===== config.mk =====
export PLATFORM = sky130hd
export DESIGN_NAME = i2s_rx_10xe
export DESIGN_NICKNAME = d
export VERILOG_FILES = /design/src/rtl/i2s_rx_10xe.sv
export SDC_FILE = /design/constraint.sdc
export NUM_CORES = 1
export LEC_CHECK = 0
export CAP_MARGIN = 20
export CORE_MARGIN = 5
export CORE_UTILIZATION = 55
export DETAILED_ROUTE_END_ITERATION = 8
export PLACE_DENSITY = 0.75
export SLEW_MARGIN = 25
export SYNTH_ARGS = -nofsm -noshare
export SYNTH_HDL_FRONTEND = slang
export SYNTH_SLANG_ARGS = --single-unit

===== constraint.sdc =====
create_clock -name aud_mclk -period 3.94 [get_ports aud_mclk]
set_clock_uncertainty 0.05 [all_clocks]
set_input_delay 0.788 -clock aud_mclk [delete_from_list [all_inputs] [get_ports aud_mclk]]
set_output_delay 0.788 -clock aud_mclk [all_outputs]
set_load 0.01 [all_outputs]

===== src/rtl/i2s_rx_10xe.sv =====
// I2S receiver: oversamples the serial bus on aud_mclk, deserialises per-channel
// words and presents them on an AXI4-Stream master through a small FWFT FIFO.
module i2s_rx_10xe #(
   parameter int DATA_WIDTH = 24,
   parameter int FIFO_DEPTH = 4
) (
   input  logic        aud_mclk,
   input  logic        aud_mrst_n,
   input  logic        enable,
   input  logic        sclk_in,
   input  logic        lrclk_in,
   input  logic        sdata_0_in,
   output logic [31:0] m_axis_aud_tdata,
   output logic        m_axis_aud_tid,
   output logic        m_axis_aud_tvalid,
   input  logic        m_axis_aud_tready,
   output logic        overflow,
   output logic        irq,
   input  logic        irq_clr
);

   localparam int PTR_W = $clog2(FIFO_DEPTH);
   localparam int CNT_W = $clog2(FIFO_DEPTH + 1);
   localparam logic [5:0] DW6 = 6'(DATA_WIDTH);

   typedef enum logic [1:0] {IDLE, SYNC, SHIFT, WAIT} state_t;

   // Places the n captured LSBs of bits at [31:32-n], zero below.
   function automatic logic [31:0] justify(input logic [DATA_WIDTH-1:0] bits,
                                           input logic [5:0] n);
      return 32'(bits) << (6'd32 - n);
   endfunction

   logic sclk_p0, sclk_p1, sclk_p2;
   logic lr_p0, lr_p1;
   logic sd_p0, sd_p1;

   // Stage p0/p1: synchronisers; p2: sclk edge detect
   always_ff @(posedge aud_mclk or negedge aud_mrst_n) begin
      if (!aud_mrst_n) begin
         sclk_p0 <= 1'b0;
         sclk_p1 <= 1'b0;
         sclk_p2 <= 1'b0;
         lr_p0   <= 1'b0;
         lr_p1   <= 1'b0;
         sd_p0   <= 1'b0;
         sd_p1   <= 1'b0;
      end else begin
         sclk_p0 <= sclk_in;
         sclk_p1 <= sclk_p0;
         sclk_p2 <= sclk_p1;
         lr_p0   <= lrclk_in;
         lr_p1   <= lr_p0;
         sd_p0   <= sdata_0_in;
         sd_p1   <= sd_p0;
      end
   end

   logic sclk_rise;
   logic trans;
   assign sclk_rise = sclk_p1 & ~sclk_p2;

   state_t                  state;
   logic                    lr_prev;
   logic                    chan;
   logic [5:0]              bit_cnt;
   logic [DATA_WIDTH-1:0]   shift_reg;
   logic [DATA_WIDTH-1:0]   shift_nxt;
   logic                    push_vld_p1;
   logic [31:0]             push_data_p1;
   logic                    push_chan_p1;

   assign trans     = lr_p1 != lr_prev;
   assign shift_nxt = {shift_reg[DATA_WIDTH-2:0], sd_p1};

   always_ff @(posedge aud_mclk or negedge aud_mrst_n) begin
      if (!aud_mrst_n) begin
         state       <= IDLE;
         lr_prev     <= 1'b0;
         chan        <= 1'b0;
         bit_cnt     <= '0;
         push_vld_p1 <= 1'b0;
      end else begin
         push_vld_p1 <= 1'b0;
         if (!enable) begin
            state <= IDLE;
         end else if (sclk_rise) begin
            lr_prev <= lr_p1;
            case (state)
               IDLE: state <= SYNC;
               SYNC, WAIT: begin
                  if (trans) begin
                     chan    <= lr_p1;
                     bit_cnt <= '0;
                     state   <= SHIFT;
                  end
               end
               SHIFT: begin
                  // A transition here is both a short-frame end and the new delay slot
                  if (trans) begin
                     push_vld_p1 <= 1'b1;
                     chan        <= lr_p1;
                     bit_cnt     <= '0;
                  end else begin
                     bit_cnt <= bit_cnt + 6'd1;
                     if (bit_cnt + 6'd1 == DW6) begin
                        push_vld_p1 <= 1'b1;
                        state       <= WAIT;
                     end
                  end
               end
               default: state <= IDLE;
            endcase
         end
      end
   end

   // Stage p1: push word formed from the sclk_rise that completed it
   always_ff @(posedge aud_mclk) begin
      if (sclk_rise) begin
         shift_reg    <= trans ? '0 : shift_nxt;
         push_data_p1 <= trans ? justify(shift_reg, bit_cnt) : justify(shift_nxt, DW6);
         push_chan_p1 <= chan;
      end
   end

   logic [32:0]      mem [FIFO_DEPTH];
   logic [PTR_W-1:0] wr_ptr, rd_ptr, rd_nxt;
   logic [CNT_W-1:0] count, cnt_nxt;
   logic             do_pop, do_push, full, drop;
   logic [32:0]      head;

   assign full    = count == CNT_W'(FIFO_DEPTH);
   assign do_pop  = m_axis_aud_tvalid & m_axis_aud_tready;
   assign do_push = push_vld_p1 & (~full | do_pop);
   assign drop    = push_vld_p1 & full & ~do_pop;
   assign rd_nxt  = do_pop ? rd_ptr + PTR_W'(1) : rd_ptr;
   assign cnt_nxt = count + CNT_W'(do_push) - CNT_W'(do_pop);
   // The freshly written entry becomes head only when it lands at the new read pointer
   assign head    = (do_push && wr_ptr == rd_nxt) ? {push_chan_p1, push_data_p1} : mem[rd_nxt];

   always_ff @(posedge aud_mclk) begin
      if (do_push) mem[wr_ptr] <= {push_chan_p1, push_data_p1};
   end

   // Stage p2: registered FIFO head and status
   always_ff @(posedge aud_mclk or negedge aud_mrst_n) begin
      if (!aud_mrst_n) begin
         wr_ptr            <= '0;
         rd_ptr            <= '0;
         count             <= '0;
         m_axis_aud_tvalid <= 1'b0;
         m_axis_aud_tdata  <= '0;
         m_axis_aud_tid    <= 1'b0;
         overflow          <= 1'b0;
      end else begin
         if (do_push) wr_ptr <= wr_ptr + PTR_W'(1);
         rd_ptr            <= rd_nxt;
         count             <= cnt_nxt;
         m_axis_aud_tvalid <= cnt_nxt != '0;
         if (cnt_nxt != '0) {m_axis_aud_tid, m_axis_aud_tdata} <= head;
         if (drop)         overflow <= 1'b1;
         else if (irq_clr) overflow <= 1'b0;
      end
   end

   assign irq = overflow;

endmodule

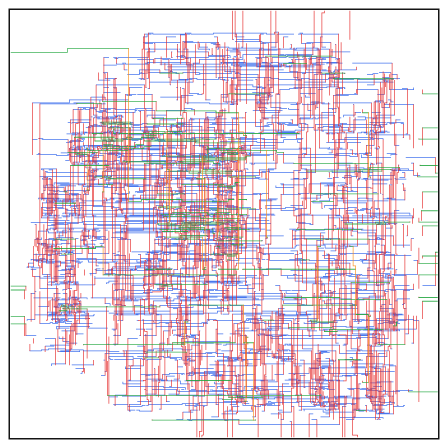
Figure 1: run 1, metal layers overlaid.
color	layer	wire length
green	M3	2040 µm
blue	M1	10500 µm
red	M2	11900 µm
orange	M4	486 µm

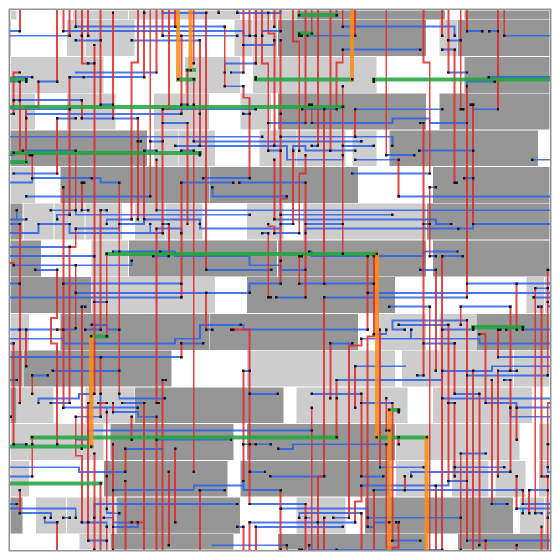
Figure 2: run 1, zoomed window.
Region (57, 26) to (97, 66) µm. Cells in gray, sequential cells in the stronger gray; small squares are vias.
color	layer
blue	M1
orange	M4
red	M2
green	M3
sequential cells in the window	26
cells with their middle in the window	71
netlist names of flops here include	push_data_p1 (10), mem (9), m_axis_aud_tdata (3)
most frequent	edfxtp_1 (23), and2_1 (6), o21bai_1 (5)

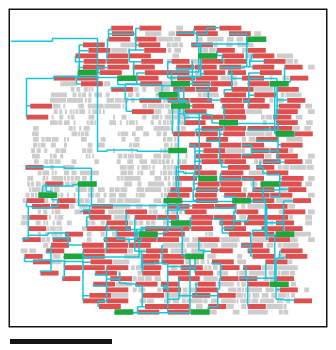
Figure 3: run 1, clock distribution.
Bar = 50 µm.
[green] clock-net drivers | count: 25
[red] flip-flops | count: 249
[cyan] clock wires | length: 2720 µm
routed clock nets	26

==> ci_impl_report.md, run 1 <==
### Flow metrics

| Metric | Value |
|---|---|
| Status | completed |
| Met3 Use GR | 0.0346 |
| Resized Gates After CTS | 0 |
| Nets | 815 |
| CTS buffer count | 25 |
| Internal Power | 6.05 mW |
| Root Buffer | clkbuf_16 |
| Ao+oa area frac | 0.0927 |
| Worst Setup EP | m_axis_aud_tdata[27] |
| Initial DRC count | 611 |
| Most common reg cell | edfxtp_1 |
| Critical Path Stages | 14 |
| Logic family by area | multiplexers |
| Crit share post-route | 0.916 |
| Gate Area | 3980 µm² |
| Largest net degree at the start of global routing | 44 |
| DR DRC count | 0 |
| Area fraction in mux cells | 0.140 |
| Post-layout util | 0.640 |
| Number of logic gates | 434 |
| Ys async rst share | 0.241 |
| Met1 Usage GRT | 0.312 |
[run 1: synth_stat cells, types with 3 or more instances]
master,instances,share of area
mux2i_1,26,0.023
and2_1,60,0.033
mux4_2,46,0.090
mux4_1,4,0.0092
a21oi_1,13,0.0057
o21a_1,3,0.0020
o21bai_1,12,0.0079
nand3_1,7,0.0031
edfxtp_1,189,0.50
ha_1,8,0.0087
a31oi_1,10,0.0055
nand2b_1,3,0.0016
buf_2,19,0.0083
nand2_1,41,0.013
o221ai_1,3,0.0023
o21ai_0,20,0.0087
a221o_1,32,0.028
buf_6,4,0.0039
nor2b_1,6,0.0033
nor3b_1,4,0.0026
xnor2_1,6,0.0046
a221oi_1,8,0.0061
dfrtp_1,60,0.13
mux2_2,18,0.018
a32oi_1,3,0.0023
buf_4,4,0.0026
a22oi_1,4,0.0026
nor3_1,5,0.0022
a21o_1,3,0.0020
clkbuf_1,20,0.0066
inv_1,17,0.0056
nor2_1,31,0.010
o22ai_1,3,0.0016
xor2_1,4,0.0031
o31ai_1,6,0.0039
[run 1: layer usage]
metal,share of wire,vias to the layer above
met5,0,-
met4,0.019,0
met3,0.082,47
met2,0.48,337
met1,0.42,3480
li1,-,3033
[run 1: worst reg2reg max path, cell delays in order (launching register included)]
cell and delay (ps):
dfrtp_1 580, inv_1 100, ha_1 750, buf_4 360, mux4_2 410, a21oi_1 420, o221ai_1 240, a21o_1 240
[run 1: logic make-up (layout without fill, tap and decap cells)]
kind of cell    Yosys count  in the layout
flops                   249            249
simple gates            177            177
compound gates          138            138
mux                      94             94
buf+inv                  65            134
xor+xnor                 16             16
fa+ha+maj                 9              9
## Run 2: what changed since run 1
--- a/config.mk
+++ b/config.mk
@@ -6,8 +6,10 @@
 export NUM_CORES = 1
 export LEC_CHECK = 0
 export CAP_MARGIN = 20
+export CELL_PAD_IN_SITES_DETAIL_PLACEMENT = 1
+export CELL_PAD_IN_SITES_GLOBAL_PLACEMENT = 1
 export CORE_MARGIN = 5
-export CORE_UTILIZATION = 55
+export CORE_UTILIZATION = 47
 export DETAILED_ROUTE_END_ITERATION = 8
 export PLACE_DENSITY = 0.75
 export SLEW_MARGIN = 25
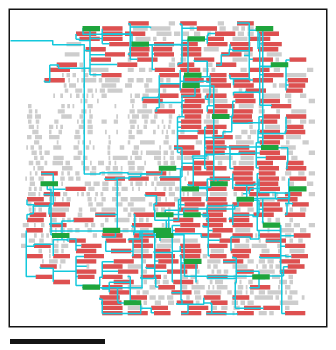
Figure 4: run 2, clock distribution.
Bar = 50 µm.
[red] flip-flops | count: 249
[green] clock-net drivers | count: 26
[cyan] clock wires | length: 3060 µm
routed clock nets	27

==> run 2 against run 1 <==
Against the previous run:
- sequential power hardly changed
- largest cell class unchanged
- power is 6.3% higher
- largest power group unchanged
- first-iteration DRC count is 12% lower
- highest routed layer is now met5
==> ci_impl_report.md, run 2 <==
### Flow metrics

| Metric | Value |
|---|---|
| Area leader, netlist | edfxtp_1 |
| M1 wire length | 12900 µm |
| Ys async rst share | 0.241 |
| Resized Gates After CTS | 0 |
| Gate Count Post-Synth | 748 |
| Critical path type | primary input to flop |
| Met3 Use GR | 0.0286 |
| Syn Area/Cell | 15.3 µm² |
| Slew @ Worst Pin | 973 ps |
| Root Buffer | clkbuf_16 |
| CTS buffer count | 26 |
| DR DRC count | 0 |
| Area fraction in mux cells | 0.140 |
| Logic family by area | multiplexers |
| XOR/XNOR Area Share | 0.0189 |
| Worst-path fanout max | 24 |
| Crit share post-route | 0.899 |
| WL met3 | 1180 µm |
| Finished Layout Cells | 1147 |
| Synth top area share | 0.495 |
| Number of setup buffers added after CTS | 0 |
| Initial DRC count | 535 |
| Main area contributors | edfxtp_1, dfrtp_1, mux4_2 |
| Most common reg cell | edfxtp_1 |
| CTS tree | yes |
| Internal Power | 6.40 mW |
| Fin area | 13300 µm² |
| Met1 Usage GRT | 0.298 |
| Ao+oa area frac | 0.0927 |
| Nets | 820 |
| Met2 wire length | 14800 µm |
| Worst Reg-to-Reg Cells | 8 |
| DR top layer | met5 |
| Nets at Floorplan | 765 |
| Status | completed |
| Top cells by count | edfxtp_1, and2_1, dfrtp_1 |
| Adder Share, Synth | 0.0105 |
| WP data required | 4280 ps |
| Top-count cell post-synth | edfxtp_1 |
| Largest net degree at the start of global routing | 38 |
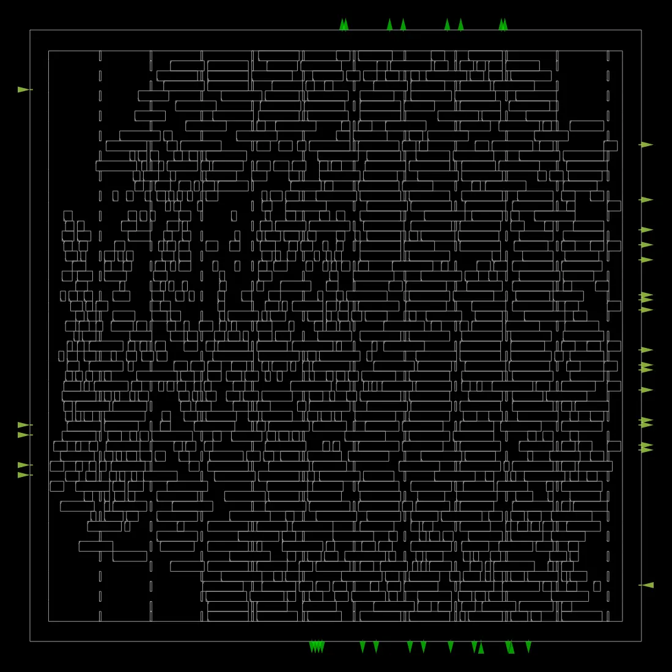
Figure 5: run 2, placement view.
Layout fillers: 2255
Row Count: 57
Core Area: 24200 µm²
Seq area share: 0.538
tap cells: 324

## run 2: layout make-up
type                       instances  area (µm²)  area share
sequential                       249        7180       0.538
multi-input combinational        434        4000       0.300
timing repair buffer              75         736      0.0552
clock buffer                      30         686      0.0514
tap                              324         405      0.0304
clock inverter                    18         258      0.0193
inverter                          17        63.8     0.00479
## run 2: per-stage QoR
stage / hold WS (ps) / utilization / TNS [ps] / worst slack, ps
after floorplan: 281 / - / 0 / 191
after global placement: 285 / 0.511 / 0 / 56.4
after detailed placement: 292 / 0.511 / -2100 / -84.2
after CTS: 305 / 0.550 / 0 / 417
after global routing: 316 / 0.551 / 0 / 314
final: 308 / 0.551 / 0 / 396
## run 2: how the worst max path moves through the flow
stage	from	cells past startpoint	to	slack, ps
2_1_floorplan	m_axis_aud_tready	15	m_axis_aud_tdata[10]	190
3_3_place_gp	m_axis_aud_tready	14	m_axis_aud_tdata[28]	60
3_5_place_dp	m_axis_aud_tready	14	m_axis_aud_tid	-80
4_1_cts	m_axis_aud_tready	14	m_axis_aud_tdata[26]	420
5_1_grt	m_axis_aud_tready	14	m_axis_aud_tdata[26]	310
6_report	m_axis_aud_tready	14	m_axis_aud_tdata[26]	400
## run 2: power by group through the flow
stage | Combinational (mW) | Sequential (mW) | Clock (mW)
after floorplan | 1.92 | 3.42 | 0
after global placement | 2.91 | 3.38 | 0
after detailed placement | 3.04 | 3.40 | 0
after CTS | 3.09 | 3.35 | 2.72
after global routing | 3.26 | 3.38 | 2.87
final | 3.05 | 3.35 | 2.68
## run 2: logic make-up after synthesis
kind of cell | count (synthesis)
DFF | 249
and+or+nand+nor | 177
AOI/OAI and AO/OA | 138
muxes | 94
buffers and inverters | 65
xor gates and xnor gates | 16
adders and majority gates | 9
## Run 3: what changed since run 2
--- a/config.mk
+++ b/config.mk
@@ -12,7 +12,6 @@
 export CORE_UTILIZATION = 47
 export DETAILED_ROUTE_END_ITERATION = 8
 export PLACE_DENSITY = 0.75
-export SLEW_MARGIN = 25
 export SYNTH_ARGS = -nofsm -noshare
 export SYNTH_HDL_FRONTEND = slang
 export SYNTH_SLANG_ARGS = --single-unit
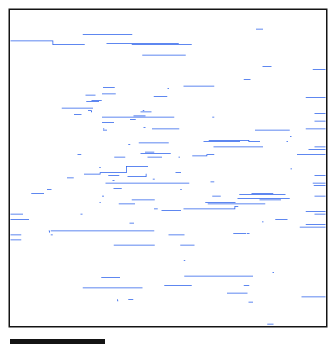
Figure 6: run 3, met3 routing.
Bar = 50 µm.
wire length on this layer	1170 µm
share of all routed wire	4.0%
nets with wire on the layer	70
main direction	horizontal
longest straight run	54.1 µm

==> run 3 against run 2 <==
Against the previous run:
- synthesized cell count unchanged
- final cell count is the same
- hold slack lost 1.5 ps
- power is essentially flat
- critical path type unchanged
==> ci_impl_report.md, run 3 <==
### Flow metrics

| Metric | Value |
|---|---|
| Signal buffers | 75 |
| Crit share post-route | 0.899 |
| Status | completed |
| Critical path type | primary input to flop |
| Number of setup buffers added after CTS | 0 |
| Logic share of the area | 0.300 |
| CTS tree | yes |
| Gate Count Post-Synth | 748 |
| Synth top area share | 0.495 |
| Worst hold slack | 307 ps |
| Root Buffer | clkbuf_16 |
| Clock buf count | 30 |
| Largest cell class by area | registers |
| Registers | 249 |
| Number of logic gates | 434 |
| Register area | 7180 µm² |
| Initial DRC count | 558 |
| Nets | 820 |
| CTS buffer count | 26 |
| Gate Area | 4000 µm² |
| Non-clock buffering overhead | 0.0547 |
| Top-count cell post-synth | edfxtp_1 |
| Main area contributors | edfxtp_1, dfrtp_1, mux4_2 |
| WP data required | 4280 ps |
| Resized Gates After CTS | 0 |
| Layout fillers | 2257 |
| Most common reg cell | edfxtp_1 |
| Worst-path fanout max | 24 |
| Ys async rst share | 0.241 |
| Tap cells | 324 |
| Row Count | 57 |
| Nets at Floorplan | 765 |
| Core Area | 24200 µm² |
| Syn Area/Cell | 15.3 µm² |
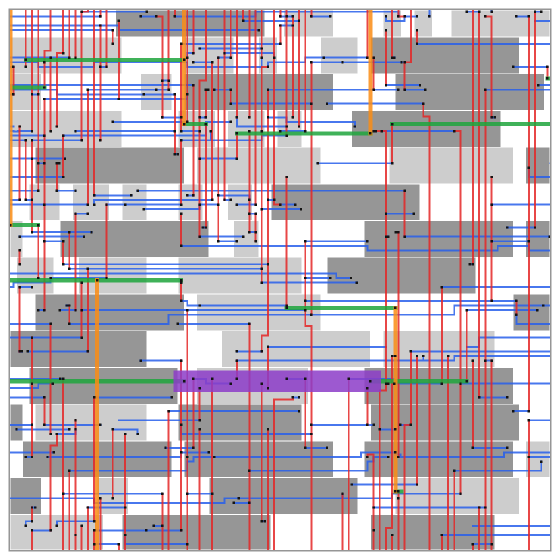
Figure 7: run 3, zoomed window.
Region (63, 30) to (103, 70) µm. Cells in gray, sequential cells in the stronger gray; small squares are vias.
color	layer
blue	M1
green	M3
orange	M4
purple	M5
red	M2
most frequent	edfxtp_1 (20), mux4_2 (7), clkbuf_16 (5)
sequential cells in the window	22
netlist names of flops here include	mem (10), push_data_p1 (6), shift_reg (3)
cells with their middle in the window	56

## run 3: cell counts after synthesis
Identical to the previous run, type by type.
## run 3: kinds of logic (layout without fill, tap and decap cells)
logic type	count (synthesis)	count (layout)	share of synthesized area
AND-OR/OR-AND	138	138	0.0927
XOR/XNOR	16	16	0.0189
buffers and inverters	65	140	0.0283
flip-flops	249	249	0.626
adder cells (fa/ha/maj)	9	9	0.0105
multiplexers	94	94	0.140
AND/OR/NAND/NOR	177	177	0.0834
## run 3: critical path, stage by stage
cell             delay, ps
clkdlybuf4s50_1        420
and2_4                 150
o31a_2                 340
inv_1                   80
ha_1                   150
inv_1                   50
ha_1                   190
fa_1                   400
xnor3_1                430
nor3_4                 160
buf_4                  170
nor2_2                  60
buf_12                 160
a221o_1                320
## run 3: power breakdown
| group | internal, mW | switching, mW |
|---|---|---|
| registers | 3.13 | 0.219 |
| logic | 1.63 | 1.43 |
| clock network | 1.65 | 1.04 |
## run 3: how the worst max path moves through the flow
stage	cells past startpoint	slack, ps	to
2_1_floorplan	15	190	m_axis_aud_tdata[10]
3_3_place_gp	14	60	m_axis_aud_tdata[28]
3_5_place_dp	14	-80	m_axis_aud_tid
4_1_cts	14	420	m_axis_aud_tdata[26]
5_1_grt	14	310	m_axis_aud_tdata[26]
6_report	14	400	m_axis_aud_tdata[26]
## run 3: stage by stage
stage | worst slack (ps) | std cells | setup TNS [ps] | utilization
after detailed placement | -84.2 | 1098 | -2100 | 0.511
after global placement | 56.4 | 1098 | 0 | 0.511
final | 398 | 1147 | 0 | 0.551
after global routing | 314 | 1147 | 0 | 0.551
after floorplan | 191 | 748 | 0 | -
after CTS | 417 | 1146 | 0 | 0.550
## run 3: per-layer routing
metal	track usage	share of wire
met4	0.0531	0.022
met5	0	0.00044
met2	0.357	0.50
met3	0.0286	0.040
met1	0.298	0.44
No activity file was given, so power comes from the tool's default toggle rates.
